===== src/rtl/rv_pkg.sv =====
`default_nettype none
// ============================================================================
// Module   : rv_pkg
// Brief    : Shared RV32I core constants and register-address type.
// Revision : 1.0 - initial release
// ============================================================================
package rv_pkg;

  localparam int XLEN   = 32;
  localparam int REG_AW = 5;
  localparam int NREG   = 32;

  typedef logic [REG_AW-1:0] reg_addr_t;

endpackage : rv_pkg
`default_nettype wire


===== src/rtl/u_rf_if.sv =====
`default_nettype none
// ============================================================================
// Module   : u_rf_if
// Brief    : Read, write-back, issue and hazard-status bundle of the integer
//            register file.
// Revision : 1.0 - initial release
// ============================================================================
interface u_rf_if;
  import rv_pkg::*;

  // Read ports
  reg_addr_t         rs1_a;
  reg_addr_t         rs2_a;
  logic [XLEN-1:0]   rf_rs1_o;
  logic [XLEN-1:0]   rf_rs2_o;
  // Write-back port
  logic              rf_rd_e;
  reg_addr_t         rf_rd_a;
  logic [XLEN-1:0]   rf_rd_i;
  // Issue tracking
  logic              iss_v;
  reg_addr_t         iss_rd_a;
  // Hazard status
  logic              rs1_busy;
  logic              rs2_busy;
  logic              stall;
  logic              pend_ovf;
  logic              pend_unf;

  // Core side: drives addresses, write-back and issue
  modport master (
    output rs1_a, rs2_a, rf_rd_e, rf_rd_a, rf_rd_i, iss_v, iss_rd_a,
    input  rf_rs1_o, rf_rs2_o, rs1_busy, rs2_busy, stall, pend_ovf, pend_unf
  );

  // Register-file side
  modport slave (
    input  rs1_a, rs2_a, rf_rd_e, rf_rd_a, rf_rd_i, iss_v, iss_rd_a,
    output rf_rs1_o, rf_rs2_o, rs1_busy, rs2_busy, stall, pend_ovf, pend_unf
  );

endinterface : u_rf_if
`default_nettype wire


===== src/rtl/u_rf_sb.sv =====
`default_nettype none
// ============================================================================
// Module   : u_rf_sb
// Brief    : Pending-write scoreboard: one saturating counter per x1..x31,
//            read-port busy generation and sticky over/underflow flags.
// Revision : 1.0 - initial release
// ============================================================================
module u_rf_sb
  import rv_pkg::*;
#(
  parameter int PEND_W = 3
) (
  input  wire logic      clk,
  input  wire logic      rstn,
  input  wire reg_addr_t i_rs1_a,
  input  wire reg_addr_t i_rs2_a,
  input  wire logic      i_iss_v,
  input  wire reg_addr_t i_iss_rd_a,
  input  wire logic      i_ret_v,
  input  wire reg_addr_t i_ret_a,
  output logic           o_rs1_busy,
  output logic           o_rs2_busy,
  output logic           o_pend_ovf,
  output logic           o_pend_unf
);

  localparam logic [PEND_W-1:0] C_CNT_MAX = '1;
  localparam logic [PEND_W-1:0] C_CNT_ONE = PEND_W'(1);

  logic [PEND_W-1:0] w_cnt [NREG];
  logic [NREG-1:0]   w_ovf_hit;
  logic [NREG-1:0]   w_unf_hit;
  logic              r_pend_ovf;
  logic              r_pend_unf;
  logic              w_rs1_ret;
  logic              w_rs2_ret;

  // x0 is never tracked
  assign w_cnt[0]     = '0;
  assign w_ovf_hit[0] = 1'b0;
  assign w_unf_hit[0] = 1'b0;

  for (genvar gi = 1; gi < NREG; gi++) begin : g_cnt
    logic [PEND_W-1:0] r_cnt;
    logic              w_iss;
    logic              w_ret;

    assign w_iss = i_iss_v && (i_iss_rd_a == reg_addr_t'(gi));
    assign w_ret = i_ret_v && (i_ret_a == reg_addr_t'(gi));
    // Same-register issue+retire cancels, so neither flag can fire then
    assign w_ovf_hit[gi] = w_iss && !w_ret && (r_cnt == C_CNT_MAX);
    assign w_unf_hit[gi] = w_ret && !w_iss && (r_cnt == '0);

    // Pending counter: saturates at max on issue, holds at 0 on retire
    always_ff @(posedge clk or negedge rstn) begin
      if (!rstn) begin
        r_cnt <= '0;
      end else if (w_iss && !w_ret && !w_ovf_hit[gi]) begin
        r_cnt <= r_cnt + C_CNT_ONE;
      end else if (w_ret && !w_iss && !w_unf_hit[gi]) begin
        r_cnt <= r_cnt - C_CNT_ONE;
      end
    end

    assign w_cnt[gi] = r_cnt;
  end : g_cnt

  // Sticky error flags, cleared only by reset
  always_ff @(posedge clk or negedge rstn) begin
    if (!rstn) begin
      r_pend_ovf <= 1'b0;
      r_pend_unf <= 1'b0;
    end else begin
      r_pend_ovf <= r_pend_ovf | (|w_ovf_hit);
      r_pend_unf <= r_pend_unf | (|w_unf_hit);
    end
  end

  // A retire of the last pending write this cycle is served by the bypass
  assign w_rs1_ret = i_ret_v && (i_ret_a == i_rs1_a);
  assign w_rs2_ret = i_ret_v && (i_ret_a == i_rs2_a);

  assign o_rs1_busy = (i_rs1_a != '0) &&
                      ((w_cnt[i_rs1_a] > C_CNT_ONE) ||
                       ((w_cnt[i_rs1_a] == C_CNT_ONE) && !w_rs1_ret));
  assign o_rs2_busy = (i_rs2_a != '0) &&
                      ((w_cnt[i_rs2_a] > C_CNT_ONE) ||
                       ((w_cnt[i_rs2_a] == C_CNT_ONE) && !w_rs2_ret));

  assign o_pend_ovf = r_pend_ovf;
  assign o_pend_unf = r_pend_unf;

endmodule : u_rf_sb
`default_nettype wire


===== src/rtl/u_rf.sv =====
`default_nettype none
// ============================================================================
// Module   : u_rf
// Brief    : RV32I integer register file: x1..x31 storage, write-through
//            bypass on both read ports, and pending-write hazard tracking.
// Revision : 1.0 - initial release
// ============================================================================
module u_rf
  import rv_pkg::*;
#(
  parameter int PEND_W = 3
) (
  input  wire logic clk,
  input  wire logic rstn,
  u_rf_if.slave     rf_bus
);

  logic [XLEN-1:0] w_regs [NREG];
  logic            w_rs1_byp;
  logic            w_rs2_byp;

  // x0 has no storage
  assign w_regs[0] = '0;

  for (genvar gi = 1; gi < NREG; gi++) begin : g_reg
    logic [XLEN-1:0] r_q;

    // Capture write-back data addressed to this register
    always_ff @(posedge clk or negedge rstn) begin
      if (!rstn) begin
        r_q <= '0;
      end else if (rf_bus.rf_rd_e && (rf_bus.rf_rd_a == reg_addr_t'(gi))) begin
        r_q <= rf_bus.rf_rd_i;
      end
    end

    assign w_regs[gi] = r_q;
  end : g_reg

  // Same-cycle write-back is forwarded so readers never see stale data
  assign w_rs1_byp = rf_bus.rf_rd_e && (rf_bus.rf_rd_a == rf_bus.rs1_a);
  assign w_rs2_byp = rf_bus.rf_rd_e && (rf_bus.rf_rd_a == rf_bus.rs2_a);

  assign rf_bus.rf_rs1_o = (rf_bus.rs1_a == '0) ? '0 :
                           w_rs1_byp ? rf_bus.rf_rd_i : w_regs[rf_bus.rs1_a];
  assign rf_bus.rf_rs2_o = (rf_bus.rs2_a == '0) ? '0 :
                           w_rs2_byp ? rf_bus.rf_rd_i : w_regs[rf_bus.rs2_a];

  u_rf_sb #(
    .PEND_W (PEND_W)
  ) u_sb (
    .clk        (clk),
    .rstn       (rstn),
    .i_rs1_a    (rf_bus.rs1_a),
    .i_rs2_a    (rf_bus.rs2_a),
    .i_iss_v    (rf_bus.iss_v),
    .i_iss_rd_a (rf_bus.iss_rd_a),
    .i_ret_v    (rf_bus.rf_rd_e),
    .i_ret_a    (rf_bus.rf_rd_a),
    .o_rs1_busy (rf_bus.rs1_busy),
    .o_rs2_busy (rf_bus.rs2_busy),
    .o_pend_ovf (rf_bus.pend_ovf),
    .o_pend_unf (rf_bus.pend_unf)
  );

  assign rf_bus.stall = rf_bus.rs1_busy | rf_bus.rs2_busy;

endmodule : u_rf
`default_nettype wire


===== src/flat_wrapper.sv =====
// flat-port wrapper written by rule: the top's interface ports become plain ports
module u_rf_flat import rv_pkg::*;
#(
  parameter int PEND_W = 3
)
  (clk, rstn, rf_bus_rs1_a, rf_bus_rs2_a, rf_bus_rf_rd_e, rf_bus_rf_rd_a, rf_bus_rf_rd_i, rf_bus_iss_v, rf_bus_iss_rd_a, rf_bus_rf_rs1_o, rf_bus_rf_rs2_o, rf_bus_rs1_busy, rf_bus_rs2_busy, rf_bus_stall, rf_bus_pend_ovf, rf_bus_pend_unf);
  u_rf_if rf_bus_i ();
  input  wire logic clk;
  input  wire logic rstn;
  input wire logic [$bits(rf_bus_i.rs1_a)-1:0] rf_bus_rs1_a;
  input wire logic [$bits(rf_bus_i.rs2_a)-1:0] rf_bus_rs2_a;
  input wire logic [$bits(rf_bus_i.rf_rd_e)-1:0] rf_bus_rf_rd_e;
  input wire logic [$bits(rf_bus_i.rf_rd_a)-1:0] rf_bus_rf_rd_a;
  input wire logic [$bits(rf_bus_i.rf_rd_i)-1:0] rf_bus_rf_rd_i;
  input wire logic [$bits(rf_bus_i.iss_v)-1:0] rf_bus_iss_v;
  input wire logic [$bits(rf_bus_i.iss_rd_a)-1:0] rf_bus_iss_rd_a;
  output wire logic [$bits(rf_bus_i.rf_rs1_o)-1:0] rf_bus_rf_rs1_o;
  output wire logic [$bits(rf_bus_i.rf_rs2_o)-1:0] rf_bus_rf_rs2_o;
  output wire logic [$bits(rf_bus_i.rs1_busy)-1:0] rf_bus_rs1_busy;
  output wire logic [$bits(rf_bus_i.rs2_busy)-1:0] rf_bus_rs2_busy;
  output wire logic [$bits(rf_bus_i.stall)-1:0] rf_bus_stall;
  output wire logic [$bits(rf_bus_i.pend_ovf)-1:0] rf_bus_pend_ovf;
  output wire logic [$bits(rf_bus_i.pend_unf)-1:0] rf_bus_pend_unf;
  assign rf_bus_i.rs1_a = rf_bus_rs1_a;
  assign rf_bus_i.rs2_a = rf_bus_rs2_a;
  assign rf_bus_i.rf_rd_e = rf_bus_rf_rd_e;
  assign rf_bus_i.rf_rd_a = rf_bus_rf_rd_a;
  assign rf_bus_i.rf_rd_i = rf_bus_rf_rd_i;
  assign rf_bus_i.iss_v = rf_bus_iss_v;
  assign rf_bus_i.iss_rd_a = rf_bus_iss_rd_a;
  assign rf_bus_rf_rs1_o = rf_bus_i.rf_rs1_o;
  assign rf_bus_rf_rs2_o = rf_bus_i.rf_rs2_o;
  assign rf_bus_rs1_busy = rf_bus_i.rs1_busy;
  assign rf_bus_rs2_busy = rf_bus_i.rs2_busy;
  assign rf_bus_stall = rf_bus_i.stall;
  assign rf_bus_pend_ovf = rf_bus_i.pend_ovf;
  assign rf_bus_pend_unf = rf_bus_i.pend_unf;
  u_rf #(.PEND_W(PEND_W)) u_core (.clk(clk), .rstn(rstn), .rf_bus(rf_bus_i));
endmodule

===== config.mk =====
export PLATFORM = sky130hd
export DESIGN_NAME = u_rf_flat
export DESIGN_NICKNAME = d
export VERILOG_FILES = /design/src/rtl/rv_pkg.sv /design/src/rtl/u_rf_if.sv /design/src/rtl/u_rf_sb.sv /design/src/rtl/u_rf.sv /design/src/flat_wrapper.sv
export SDC_FILE = /design/constraint.sdc
export NUM_CORES = 2
export LEC_CHECK = 0
export CORE_AREA = 10 10 341 343
export DETAILED_ROUTE_END_ITERATION = 10
export DIE_AREA = 0 0 351 353
export GPL_TIMING_DRIVEN = 1
export PLACE_DENSITY = 0.74
export REMOVE_ABC_BUFFERS = 1
export SYNTH_ARGS = -nofsm -noshare
export SYNTH_HDL_FRONTEND = slang
export SYNTH_SLANG_ARGS = --single-unit

===== constraint.sdc =====
create_clock -name clk -period 4.7 [get_ports clk]
set_input_delay 1.175 -clock clk [delete_from_list [all_inputs] [get_ports clk]]
set_output_delay 1.175 -clock clk [all_outputs]
set_load 0.01 [all_outputs]

congestion_map.png
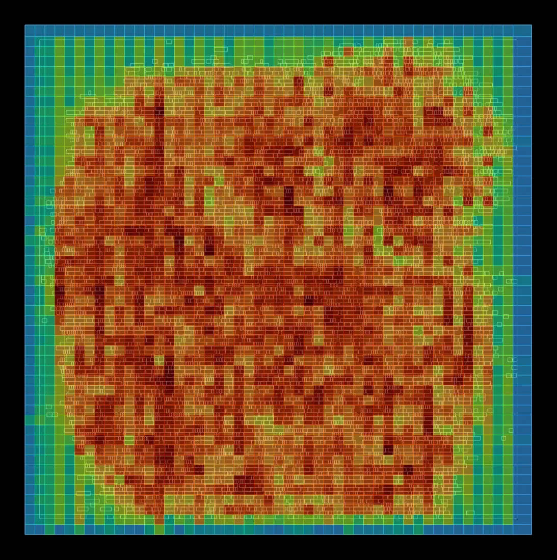
Core Util, Final: 0.6823
routing usage on met2: 0.5414
most used routing layer: met2

ff_map.png
Drawn at 1.5 px/um.
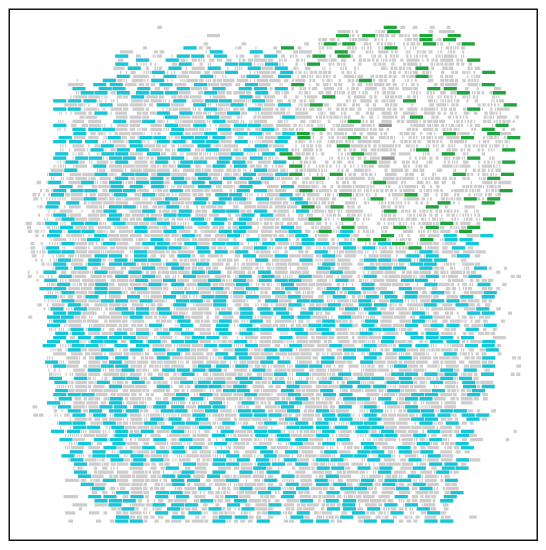
| color | netlist name | sequential cells |
|---|---|---|
| cyan | u_core.g_reg.r_q | 992 |
| green | u_core.u_sb.g_cnt.r_cnt | 93 |
not colored: 2

class_map.png
Drawn at 1.5 px/um. Fill, decap, tap and diode cells in gray.
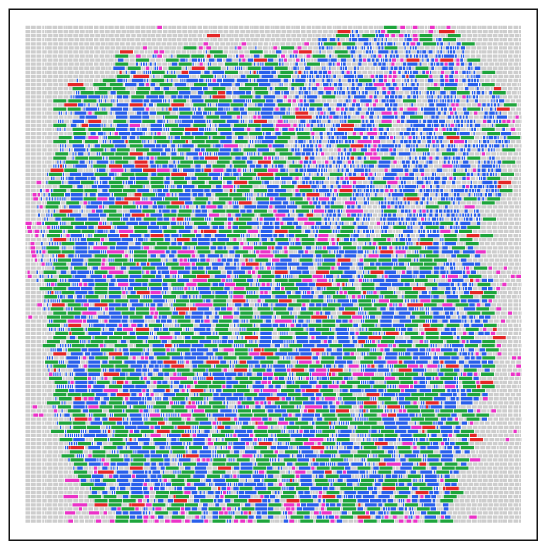
| color | class | cells | share of their area |
|---|---|---|---|
| green | registers | 1,087 | 37% |
| blue | remaining logic cells | 4,065 | 48% |
| red | clock drivers and dummy loads | 217 | 5.6% |
| magenta | remaining buffers and delay cells | 640 | 9.4% |

floorplan.png
Drawn at 1 px/um. Pins as bars on the die edge.
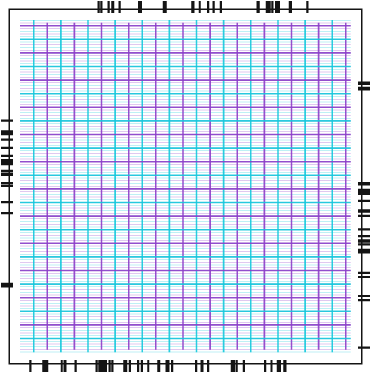
| color | net |
|---|---|
| cyan | VSS |
| purple | VDD |
met5 straps: 24
met4 straps: 24
met1 rails: 123
signal pins: 125
rows: 122

clock_wires.png
Drawn at 1.5 px/um.
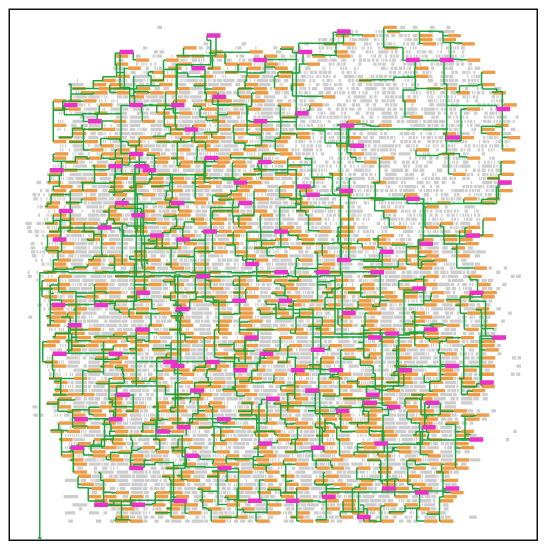
[green] clock wires | length: 14,100 um
[magenta] clock-net drivers | count: 115
[orange] flip-flops | count: 1,087
routed clock nets: 116
flops lie: spread over the die

==> results.toml <==
# yosys + openroad results
[power]
seqPwrFrac = 0.432
power.group.top = "sequential cells"
powerSeq_mw = 13.9
ir_worst_vdd_v = 0.0003326
powerComb_mw = 8.41
p_switching_mw = 10.44
p_total_mw = 32.10

[layout]
comb_area_frac = 0.4661
largest_reg_flops = 992
logic_gates = 4057
seq_cells = 1087
fin_cells = 7437
antenna_cells = 2
largest_register = "u_core.g.r_q"
buffer_area_frac = 0.09206
final_nets = 5996
drive_gt1_frac = 0.3420
mostFrequentLayoutCell = "nand2_1"
seq_share = 0.3632
largestClassByArea = "multi-input combinational cells"
inv_count = 8

[logic_synthesis]
top_area_cell = "dfrtp_1"
edf_count = 0
yosys_area_um2 = 63890
ys_sh_xor = 0.001371
synthArstFlopShare = 1.000
yosysMostFrequentCell = "nand2_1"
yosys.area_share.simple = 0.1399
ys_seq_elements = 1087
synth_area_per_cell_um2 = 11.16
ys_cells = 5725
ys.warnings.count = 0
adder_share = 0.009714

[job]
tool_warnings = 34
cap_violations = 0

[grt]
grtUsageTotal = 0.3710
grtUsageMet3 = 0.1252
grt_pass1_wl_mm = 343.7
grt_overflow = 0

[sta]
tns_ns = -0.002553
setup_slack_ns = -0.002553
worst_slew_pin_slew_ns = 1.105
min_period_ns = 4.703
finalClockSkew_ns = 0.01303
post-route-period-util = 1.001
setup_viol = 1
max_slew_margin = 0.2635

[setup_path]
slowest_stage = "mux4_2"
critPathTopFamily = "buffers and inverters"
critPathKind = "primary input to output port"
start_kind = "primary input"
startpoint = "rf_bus_rs1_a[1]"
endpoint_kind = "output port"
critPathRequiredTime_ns = 3.52
reg2regPathDepth = 6
path_buffers = 4
worstSetupPathDepth = 8

[route]
ant_nets = 0
routed.top_layer = "met4"
first_pass_iters = 9
wl_met2_mm = 102.4
first_iter_violations = 8340
via_per_inst = 7.193
wl_mm = 233.9

[clocking]
cts_buffer_depth = 3
post_cts_resized = 201
numCtsBuffers = 115
cts_setup_buffers = 30
htree_levels = 3
clkLatencyLatePin_ns = 0.74
root_buffer = "clkbuf_16"

[die]
ios = 125
n_tap_cell = 1426
chipArea_um2 = 123900
fp.dieH_um = 353
placementRows = 122
die_x_um = 351
core_um2 = 109800

[placement]
port_buffers = 124
place_ws_ns = -0.6359
dp.cells = 7143

[outcome]
status = "finished with violations"
failed_checks = "setup timing"
